--- src/rtl/fetch_stage_pkg.sv ---
// Shared types and constants for the instruction-fetch stage.
// Latency: n/a (declarations only).
// Backpressure: n/a (declarations only).
package fetch_stage_pkg;

  localparam logic [31:0] NOP_INSTR = 32'h0000_0000;
  localparam logic [31:0] PC_STEP   = 32'd4;
  localparam int          IF_ID_W   = 65;

  typedef enum logic [1:0] {
    FETCH   = 2'd0,
    DISCARD = 2'd1,
    STALLED = 2'd2
  } fetch_state_e;

  // IF/ID pipeline bundle: valid flag, instruction word, sequential PC.
  typedef struct packed {
    logic        valid;
    logic [31:0] instr;
    logic [31:0] pc;
  } if_id_t;

endpackage

--- src/rtl/fetch_stage_if_id_reg.sv ---
// IF/ID pipeline register: flush (load NOP/invalid) beats hold beats load.
// Latency: 1 cycle from d to q.
// Backpressure: hold freezes the contents; flush overrides hold.
// Ports:
//   clk, rst    clock and synchronous active-high reset
//   flush       load {valid=0, NOP_WORD, pc=0}
//   hold        keep current contents
//   d / q       65-bit IF/ID bundle {valid, instr, pc}
module if_id_reg import fetch_stage_pkg::*; #(
  parameter logic [31:0] NOP_WORD = 32'h0000_0000
) (
  input  logic                 clk,
  input  logic                 rst,
  input  logic                 flush,
  input  logic                 hold,
  input  logic [IF_ID_W-1:0]   d,
  output logic [IF_ID_W-1:0]   q
);

  if_id_t ifid_q;

  always_ff @(posedge clk) begin
    if (rst || flush) begin
      ifid_q.valid <= 1'b0;
      ifid_q.instr <= NOP_WORD;
      ifid_q.pc    <= 32'h0;
    end else if (!hold) begin
      ifid_q <= if_id_t'(d);
    end
  end

  assign q = ifid_q;

endmodule

--- src/rtl/fetch_stage.sv ---
// Instruction-fetch stage with PC, imem req/ready handshake, redirect and IF/ID register.
// Latency: imem_ready to IF_valid in 1 cycle; zero-wait memory sustains 1 instr/cycle.
// Backpressure: freeze parks one returned word in a skid register and drops imem_req.
// Ports:
//   clk, rst                 clock and synchronous active-high reset
//   freeze                   decode stall, IF/ID holds
//   Br_taken, Br_addr        downstream-resolved redirect
//   imem_req/addr/ready/rdata  variable-latency instruction memory handshake
//   IF_Instruction, IF_PC, IF_valid  IF/ID outputs to decode
module fetch_stage import fetch_stage_pkg::*; #(
  parameter logic [31:0] RESET_PC  = 32'h0000_0000,
  parameter logic [31:0] PC_STEP   = fetch_stage_pkg::PC_STEP,
  parameter logic [31:0] NOP_INSTR = fetch_stage_pkg::NOP_INSTR
) (
  input  logic        clk,
  input  logic        rst,
  input  logic        freeze,
  input  logic        Br_taken,
  input  logic [31:0] Br_addr,
  output logic        imem_req,
  output logic [31:0] imem_addr,
  input  logic        imem_ready,
  input  logic [31:0] imem_rdata,
  output logic [31:0] IF_Instruction,
  output logic [31:0] IF_PC,
  output logic        IF_valid
);

  fetch_state_e state;
  logic [31:0]  pc;
  logic [31:0]  pc_plus;
  logic [31:0]  redirect_pc;
  logic         skid_vld;
  logic [31:0]  skid_instr;
  logic [31:0]  skid_pc;
  logic         ack;

  logic         ifid_flush;
  logic         ifid_hold;
  if_id_t       ifid_d;
  if_id_t       ifid_q;

  // pc is only updated when a request completes or a redirect lands, so it
  // doubles as the stable request address, including the old address in DISCARD.
  assign imem_addr = pc;
  assign pc_plus   = pc + PC_STEP;
  // Ready only counts while a request is actually presented.
  assign ack       = imem_req & imem_ready;

  // IF/ID write control.
  always_comb begin
    ifid_flush   = 1'b0;
    ifid_hold    = 1'b0;
    ifid_d.valid = 1'b1;
    ifid_d.instr = imem_rdata;
    ifid_d.pc    = pc_plus;
    case (state)
      FETCH: begin
        if (Br_taken)  ifid_flush = 1'b1;
        else if (freeze) ifid_hold = 1'b1;
        else if (!ack) ifid_flush = 1'b1;  // bubble while waiting
      end
      DISCARD: begin
        ifid_flush = 1'b1;
      end
      STALLED: begin
        if (Br_taken)    ifid_flush = 1'b1;
        else if (freeze) ifid_hold  = 1'b1;
        else begin
          ifid_d.valid = skid_vld;
          ifid_d.instr = skid_instr;
          ifid_d.pc    = skid_pc;
        end
      end
      default: begin
        ifid_flush = 1'b1;
      end
    endcase
  end

  // FSM, PC, redirect target and skid buffer. imem_req is registered and
  // tracks the next state: low only in STALLED and during reset.
  always_ff @(posedge clk) begin
    if (rst) begin
      state       <= FETCH;
      pc          <= RESET_PC;
      redirect_pc <= 32'h0;
      skid_vld    <= 1'b0;
      skid_instr  <= NOP_INSTR;
      skid_pc     <= 32'h0;
      imem_req    <= 1'b0;
    end else begin
      case (state)
        FETCH: begin
          imem_req <= 1'b1;
          if (Br_taken) begin
            if (ack || !imem_req) begin
              // Nothing outstanding: redirect immediately.
              pc <= Br_addr;
            end else begin
              redirect_pc <= Br_addr;
              state       <= DISCARD;
            end
          end else if (ack) begin
            pc <= pc_plus;
            if (freeze) begin
              skid_vld   <= 1'b1;
              skid_instr <= imem_rdata;
              skid_pc    <= pc_plus;
              state      <= STALLED;
              imem_req   <= 1'b0;
            end
          end
        end

        DISCARD: begin
          imem_req <= 1'b1;
          if (Br_taken) redirect_pc <= Br_addr;
          if (imem_ready) begin
            // Youngest redirect wins when it coincides with completion.
            pc    <= Br_taken ? Br_addr : redirect_pc;
            state <= FETCH;
          end
        end

        STALLED: begin
          if (Br_taken) begin
            pc         <= Br_addr;
            skid_vld   <= 1'b0;
            skid_instr <= NOP_INSTR;
            skid_pc    <= 32'h0;
            state      <= FETCH;
            imem_req   <= 1'b1;
          end else if (!freeze) begin
            skid_vld   <= 1'b0;
            skid_instr <= NOP_INSTR;
            skid_pc    <= 32'h0;
            state      <= FETCH;
            imem_req   <= 1'b1;
          end else begin
            imem_req <= 1'b0;
          end
        end

        default: begin
          state    <= FETCH;
          imem_req <= 1'b1;
        end
      endcase
    end
  end

  if_id_reg #(
    .NOP_WORD (NOP_INSTR)
  ) u_if_id (
    .clk   (clk),
    .rst   (rst),
    .flush (ifid_flush),
    .hold  (ifid_hold),
    .d     (ifid_d),
    .q     (ifid_q)
  );

  assign IF_valid       = ifid_q.valid;
  assign IF_Instruction = ifid_q.instr;
  assign IF_PC          = ifid_q.pc;

endmodule

--- config.mk ---
export PLATFORM = sky130hd
export DESIGN_NAME = fetch_stage
export DESIGN_NICKNAME = d
export VERILOG_FILES = /design/src/rtl/fetch_stage_pkg.sv /design/src/rtl/fetch_stage_if_id_reg.sv /design/src/rtl/fetch_stage.sv
export SDC_FILE = /design/constraint.sdc
export NUM_CORES = 1
export LEC_CHECK = 0
export ABC_AREA = 1
export CAP_MARGIN = 25
export CORE_MARGIN = 10
export CORE_UTILIZATION = 54
export CTS_CLUSTER_SIZE = 14
export DETAILED_ROUTE_END_ITERATION = 10
export PLACE_DENSITY = 0.81
export SLEW_MARGIN = 40
export SYNTH_ARGS = -nofsm -noshare
export SYNTH_HDL_FRONTEND = slang
export SYNTH_SLANG_ARGS = --single-unit
--- constraint.sdc ---
create_clock -name clk -period 2.4 [get_ports clk]
set_input_delay 0.6 -clock clk [delete_from_list [all_inputs] [get_ports clk]]
set_output_delay 0.6 -clock clk [all_outputs]
set_load 0.02 [all_outputs]
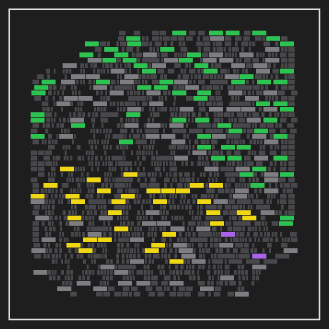
*Where the registers sit, run 1*
Scale: 2 px per um.
Key: u_if_id.q = green [sequential cells 65]; state = purple [sequential cells 2]; imem_addr = yellow [sequential cells 32]
Another 98 sequential cells are not coloured.

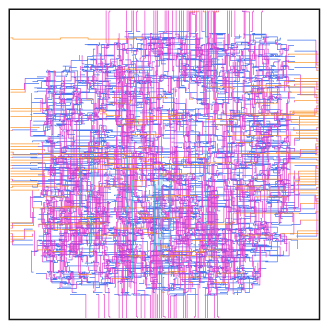
*Signal wires by layer, run 1*
Scale: 2 px per um.
Key: M4 = cyan [wire length 960 um]; M2 = magenta [wire length 14,800 um]; M3 = orange [wire length 2,210 um]; M1 = blue [wire length 12,300 um]

==> summary.json, run 1 <==
{
  "layout": {
    "final_cell_count_no_fill": 1761,
    "total_of_fill_cells_in_the_finished_design": 1508,
    "seq_share_pct": 32.2,
    "largest_register_ffs": 65,
    "design_area_um2": 12300
  },
  "worst_setup_path": {
    "worst_path_largest_cell_delay_ns": 0.69,
    "crit_path_slowest_cell": "clkdlybuf4s50_1",
    "cp.required_ns": 1.80,
    "worst-setup-path-type": "reg -> out"
  },
  "grt": {
    "grt_max_degree": 68,
    "global_route.overflow_total": 0
  },
  "detailed_routing": {
    "drc": 0,
    "dr_total_vias": 10000,
    "routed_wirelength_mm": 30.3
  },
  "timing": {
    "final_hold_viol_count": 0,
    "setup_repair_after_global_routing_missed_its_margin": "no"
  },
  "clock_network": {
    "cts_buffer_depth": 2,
    "cts_resized": 0,
    "root_buffer": "clkbuf_16"
  },
  "flow_run": {
    "warnings": 28
  },
  "synthesis": {
    "enable_flop_cells": 0,
    "floorplan.nets": 1474,
    "synth.yosys.warnings": 0,
    "netlist.area_leader.share_pct": 40.5
  },
  "placed_design": {
    "dp_hpwl_mm": 20.8,
    "dpl_cell_area_um2": 11600,
    "port_buffers": 166
  },
  "power_and_ir_drop": {
    "clock_power_share_pct": 21.2,
    "combinationalPowerShare_pct": 45.2,
    "post-layout-total-power_mw": 14.2
  },
  "outcome": {
    "run_status": "finished, final reports clean"
  }
}
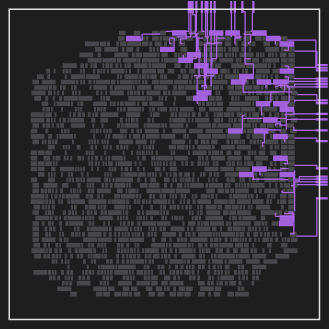
*Wires at chosen ports, followed through buffers, run 1*
Scale: 2 px per um.
Key: IF_Instruction = purple [bits 32, direction output, end cells 32, wire 1,090 um]

## Run 2: what changed since run 1
Settings changed: ABC_AREA 1 to default, CORE_UTILIZATION 54 to 53, PLACE_DENSITY 0.81 to 0.8.
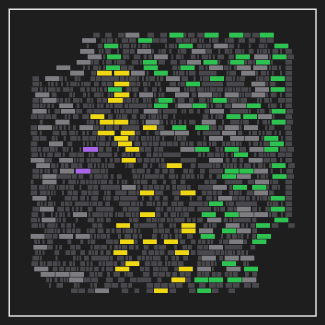
*Where the registers sit, run 2*
Scale: 2 px per um.
Key: imem_addr = yellow [sequential cells 32]; state = purple [sequential cells 2]; u_if_id.q = green [sequential cells 65]
register area: 3960 um2
power in sequential cells: 3.56 mW
fraction of standard cell area that is sequential: 32.0%

==> run 2 against run 1 <==
  * Combinational power fell by 74%
  * Worst setup slack got worse by 0.046 ns
  * Total power fell by 42%
  * Core utilization rose by 2.9 points
  * Clock-buffer cell count rose by 1
  * Via count fell by 5.0%
  * Global-route usage rose by 0.055 points
  * Synthesized cell count fell by 16%
==> summary.json, run 2 <==
{
  "detailed_routing": {
    "dr_total_vias": {"value": 9534, "change": "-5.0%"},
    "routed_wirelength": {"value": 30.2, "unit": "mm", "change": "-0.30%"}
  },
  "synthesis": {
    "enable_flop_cells": {"value": 0, "change": "unchanged"},
    "floorplan.nets": {"value": 1246, "change": "-15%"},
    "netlist.area_leader.share": {"value": 42.3, "unit": "%", "change": "+1.8 points"},
    "synth.yosys.warnings": {"value": 0, "change": "unchanged"}
  },
  "placed_design": {
    "dpl_cell_area": {"value": 11700, "unit": "um2", "change": "+0.57%"},
    "port_buffers": {"value": 166, "change": "unchanged"}
  },
  "worst_setup_path": {
    "cp.required": {"value": 2.76, "unit": "ns", "change": "+0.96 ns"},
    "worst-setup-path-type": "reg -> reg",
    "worst_path_largest_cell_delay": {"value": 0.63, "unit": "ns", "change": "-0.06 ns"}
  },
  "flow_run": {
    "warnings": {"value": 30, "change": "+7.1%"}
  },
  "power_and_ir_drop": {
    "clock_power_share": {"value": 36.4, "unit": "%", "change": "+15 points"},
    "post-layout-total-power": {"value": 8.25, "unit": "mW", "change": "-42%"}
  },
  "timing": {
    "final_hold_viol_count": {"value": 0, "change": "unchanged"},
    "setup_repair_after_global_routing_missed_its_margin": "no"
  },
  "outcome": {
    "run_status": "finished, final reports clean"
  },
  "grt": {
    "grt_max_degree": {"value": 119, "change": "+75%"},
    "global_route.overflow_total": {"value": 0, "change": "unchanged"}
  },
  "clock_network": {
    "root_buffer": "clkbuf_16"
  },
  "layout": {
    "total_of_fill_cells_in_the_finished_design": {"value": 1387, "change": "-8.0%"},
    "largest_register_ffs": {"value": 65, "change": "unchanged"},
    "design_area": {"value": 12400, "unit": "um2", "change": "+1.1%"}
  }
}
Power figures rest on the tool's default switching activity, not on a simulated workload.
